File: src/rtl/matmul_k_partial_accumulator.sv
// Sums NUM_TILES signed partial dot products into one C element and offers it on a
// valid/ready output with a one-entry hold. Optional macro: KACC_SATURATE_EN (clamp instead of wrap).
module matmul_k_partial_accumulator #(
    parameter int DATA_W    = 32,
    parameter int ACC_W     = 48,
    parameter int NUM_TILES = 16
) (
    input  logic              clk,
    input  logic              rst,
    input  logic              valid_in,
    output logic              in_ready,
    input  logic [DATA_W-1:0] partial_in,
    input  logic              last_in,
    output logic              valid_out,
    input  logic              out_ready,
    output logic [DATA_W-1:0] result,
    output logic              err_len
);

    typedef enum logic [0:0] {
        ST_ACCUM = 1'b0,
        ST_HOLD  = 1'b1
    } state_t;

    localparam logic [15:0] LAST_IDX = 16'(NUM_TILES - 1);
    localparam logic signed [ACC_W-1:0] SAT_MAX = {{(ACC_W-DATA_W+1){1'b0}}, {(DATA_W-1){1'b1}}};
    localparam logic signed [ACC_W-1:0] SAT_MIN = {{(ACC_W-DATA_W+1){1'b1}}, {(DATA_W-1){1'b0}}};

    state_t                    state_q, state_d;
    logic signed [ACC_W-1:0]   acc_q, acc_d;
    logic [15:0]               tile_cnt_q, tile_cnt_d;
    logic [DATA_W-1:0]         result_q, result_d;
    logic                      valid_out_q, valid_out_d;
    logic                      err_len_q, err_len_d;

    logic                      accept_s;
    logic                      final_s;
    logic signed [ACC_W-1:0]   part_ext_s;
    logic signed [ACC_W-1:0]   sum_s;

    // Narrow the wide sum to the output width (clamp or two's-complement wrap).
    function automatic logic [DATA_W-1:0] fmt(input logic signed [ACC_W-1:0] sum);
`ifdef KACC_SATURATE_EN
        if (sum > SAT_MAX) begin
            fmt = SAT_MAX[DATA_W-1:0];
        end else if (sum < SAT_MIN) begin
            fmt = SAT_MIN[DATA_W-1:0];
        end else begin
            fmt = DATA_W'(sum);
        end
`else
        fmt = DATA_W'(sum);
`endif
    endfunction

    assign in_ready   = (state_q == ST_ACCUM) || out_ready;
    assign accept_s   = valid_in && in_ready;
    assign final_s    = (tile_cnt_q == LAST_IDX);
    assign part_ext_s = {{(ACC_W-DATA_W){partial_in[DATA_W-1]}}, partial_in};
    assign sum_s      = acc_q + part_ext_s;

    assign valid_out  = valid_out_q;
    assign result     = result_q;
    assign err_len    = err_len_q;

    // Next-state: accumulation, element boundary by tile count, hold/handoff, framing check.
    always_comb begin
        state_d     = state_q;
        acc_d       = acc_q;
        tile_cnt_d  = tile_cnt_q;
        result_d    = result_q;
        valid_out_d = valid_out_q;
        err_len_d   = err_len_q;

        // last_in is only checked; the tile count alone decides where an element ends.
        if (accept_s && (last_in != final_s)) begin
            err_len_d = 1'b1;
        end else begin
            err_len_d = err_len_q;
        end

        case (state_q)
            ST_ACCUM: begin
                if (accept_s && final_s) begin
                    result_d    = fmt(sum_s);
                    valid_out_d = 1'b1;
                    acc_d       = '0;
                    tile_cnt_d  = 16'd0;
                    state_d     = ST_HOLD;
                end else if (accept_s) begin
                    acc_d      = sum_s;
                    tile_cnt_d = tile_cnt_q + 16'd1;
                end else begin
                    acc_d      = acc_q;
                    tile_cnt_d = tile_cnt_q;
                end
            end
            ST_HOLD: begin
                if (out_ready) begin
                    valid_out_d = 1'b0;
                    state_d     = ST_ACCUM;
                    // A beat accepted during handoff opens the next element.
                    if (accept_s) begin
                        acc_d      = part_ext_s;
                        tile_cnt_d = 16'd1;
                    end else begin
                        acc_d      = acc_q;
                        tile_cnt_d = tile_cnt_q;
                    end
                end else begin
                    state_d = ST_HOLD;
                end
            end
            default: begin
                state_d     = ST_ACCUM;
                acc_d       = '0;
                tile_cnt_d  = 16'd0;
                valid_out_d = 1'b0;
            end
        endcase
    end

    // State and output registers.
    always_ff @(posedge clk or posedge rst) begin
        if (rst) begin
            state_q     <= ST_ACCUM;
            acc_q       <= '0;
            tile_cnt_q  <= 16'd0;
            result_q    <= '0;
            valid_out_q <= 1'b0;
            err_len_q   <= 1'b0;
        end else begin
            state_q     <= state_d;
            acc_q       <= acc_d;
            tile_cnt_q  <= tile_cnt_d;
            result_q    <= result_d;
            valid_out_q <= valid_out_d;
            err_len_q   <= err_len_d;
        end
    end

endmodule

File: config.mk
export PLATFORM = sky130hd
export DESIGN_NAME = matmul_k_partial_accumulator
export DESIGN_NICKNAME = d
export VERILOG_FILES = /design/src/rtl/matmul_k_partial_accumulator.sv
export SDC_FILE = /design/constraint.sdc
export NUM_CORES = 1
export LEC_CHECK = 0
export CAP_MARGIN = 10
export CORE_UTILIZATION = 56
export DETAILED_ROUTE_END_ITERATION = 16
export PLACE_DENSITY = 0.81
export SLEW_MARGIN = 40
export SYNTH_ARGS = -nofsm -noshare
export SYNTH_HDL_FRONTEND = slang
export SYNTH_SLANG_ARGS = --single-unit
File: constraint.sdc
create_clock -name clk -period 3.3 [get_ports clk]
set_clock_uncertainty 0.05 [all_clocks]
set_input_delay 0.66 -clock clk [delete_from_list [all_inputs] [get_ports clk]]
set_output_delay 0.66 -clock clk [all_outputs]
set_load 0.02 [all_outputs]
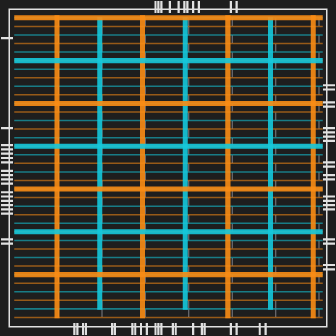
**Above:** PDN straps and rails.
Pins as bars on the die edge. Tap cells in grey.
Key: VDD = cyan; VSS = orange
129 tap cells. 36 met1 rails follow the rows. 7 straps on met5.

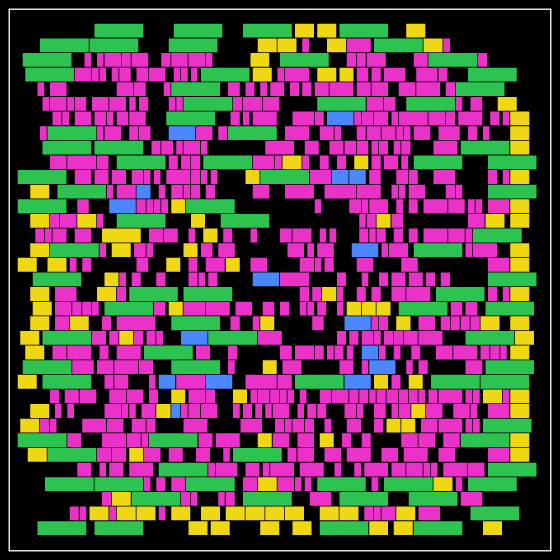
**Above:** cells coloured by class.
Key: clock drivers and dummy loads = blue [cells 16, share of their area 2.9%]; sequential cells = green [cells 83, share of their area 32%]; remaining buffers and delay cells = yellow [cells 103, share of their area 15%]; combinational and other logic = magenta [cells 490, share of their area 50%]

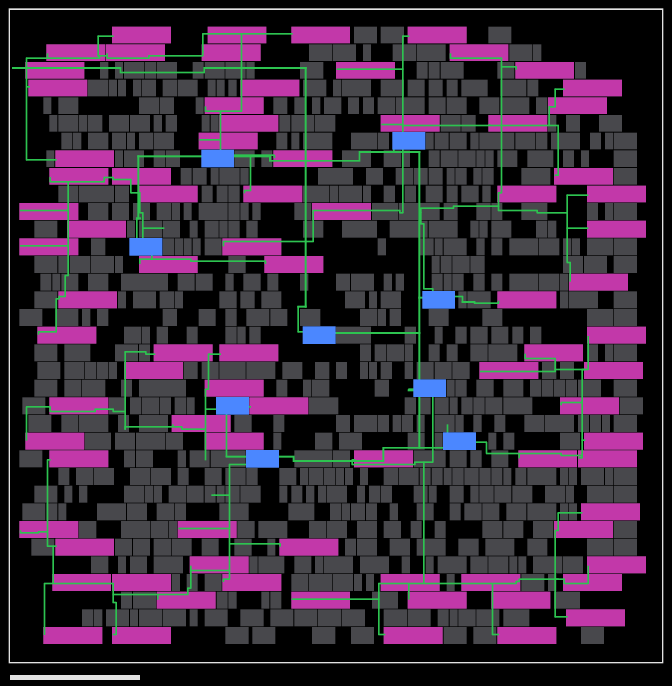
**Above:** routed clock nets over the placement.
Bar = 20 µm.
Key: flip-flops = magenta [count 83]; clock drivers = blue [count 9]; clock wires = green [length 1,110 µm]
There are 10 routed clock nets.

==> flow_summary.yaml <==
# generated from flow reports
worst_setup_path:
  reg2reg_slack_ps: 630
  worst-path-buf-inv: 1
  r2r_cells: 10
sta:
  hold_viol: 0
  slew_headroom_pct: 47.1
  fmax_mhz: 331
worst_hold_path:
  hold_path_class: "flip-flop to flip-flop"
flow_run:
  warnings: 26
  maxCapViolations: 0
final_layout:
  final_area_um2: 6600
  final_cell_mix: "dfrtp_1, nand2_1, clkdlybuf4s50_1"
  largest_cell_class: "multi-input combinational cells"
  drive_above_1_share_pct: 12.3
  layout_top_cell: "dfrtp_1"
  fin_util_pct: 70.8
  diodes: 0
floorplan:
  nWellTaps: 129
  ios: 72
  core-area_um2: 9330
  fp.dieW_um: 100
yosys:
  common_cells: "dfrtp_1, nand2_1, nor2_1"
  synth_area_um2: 5420
  netlist_instances: 602
  synth_cell_types: 67
run_status:
  status: "complete, no violations"
route:
  dr.pass1.iters: 5
  ant_nets: 0
clocking:
  cts_sinks: 83
placed_design:
  io_buffers: 71
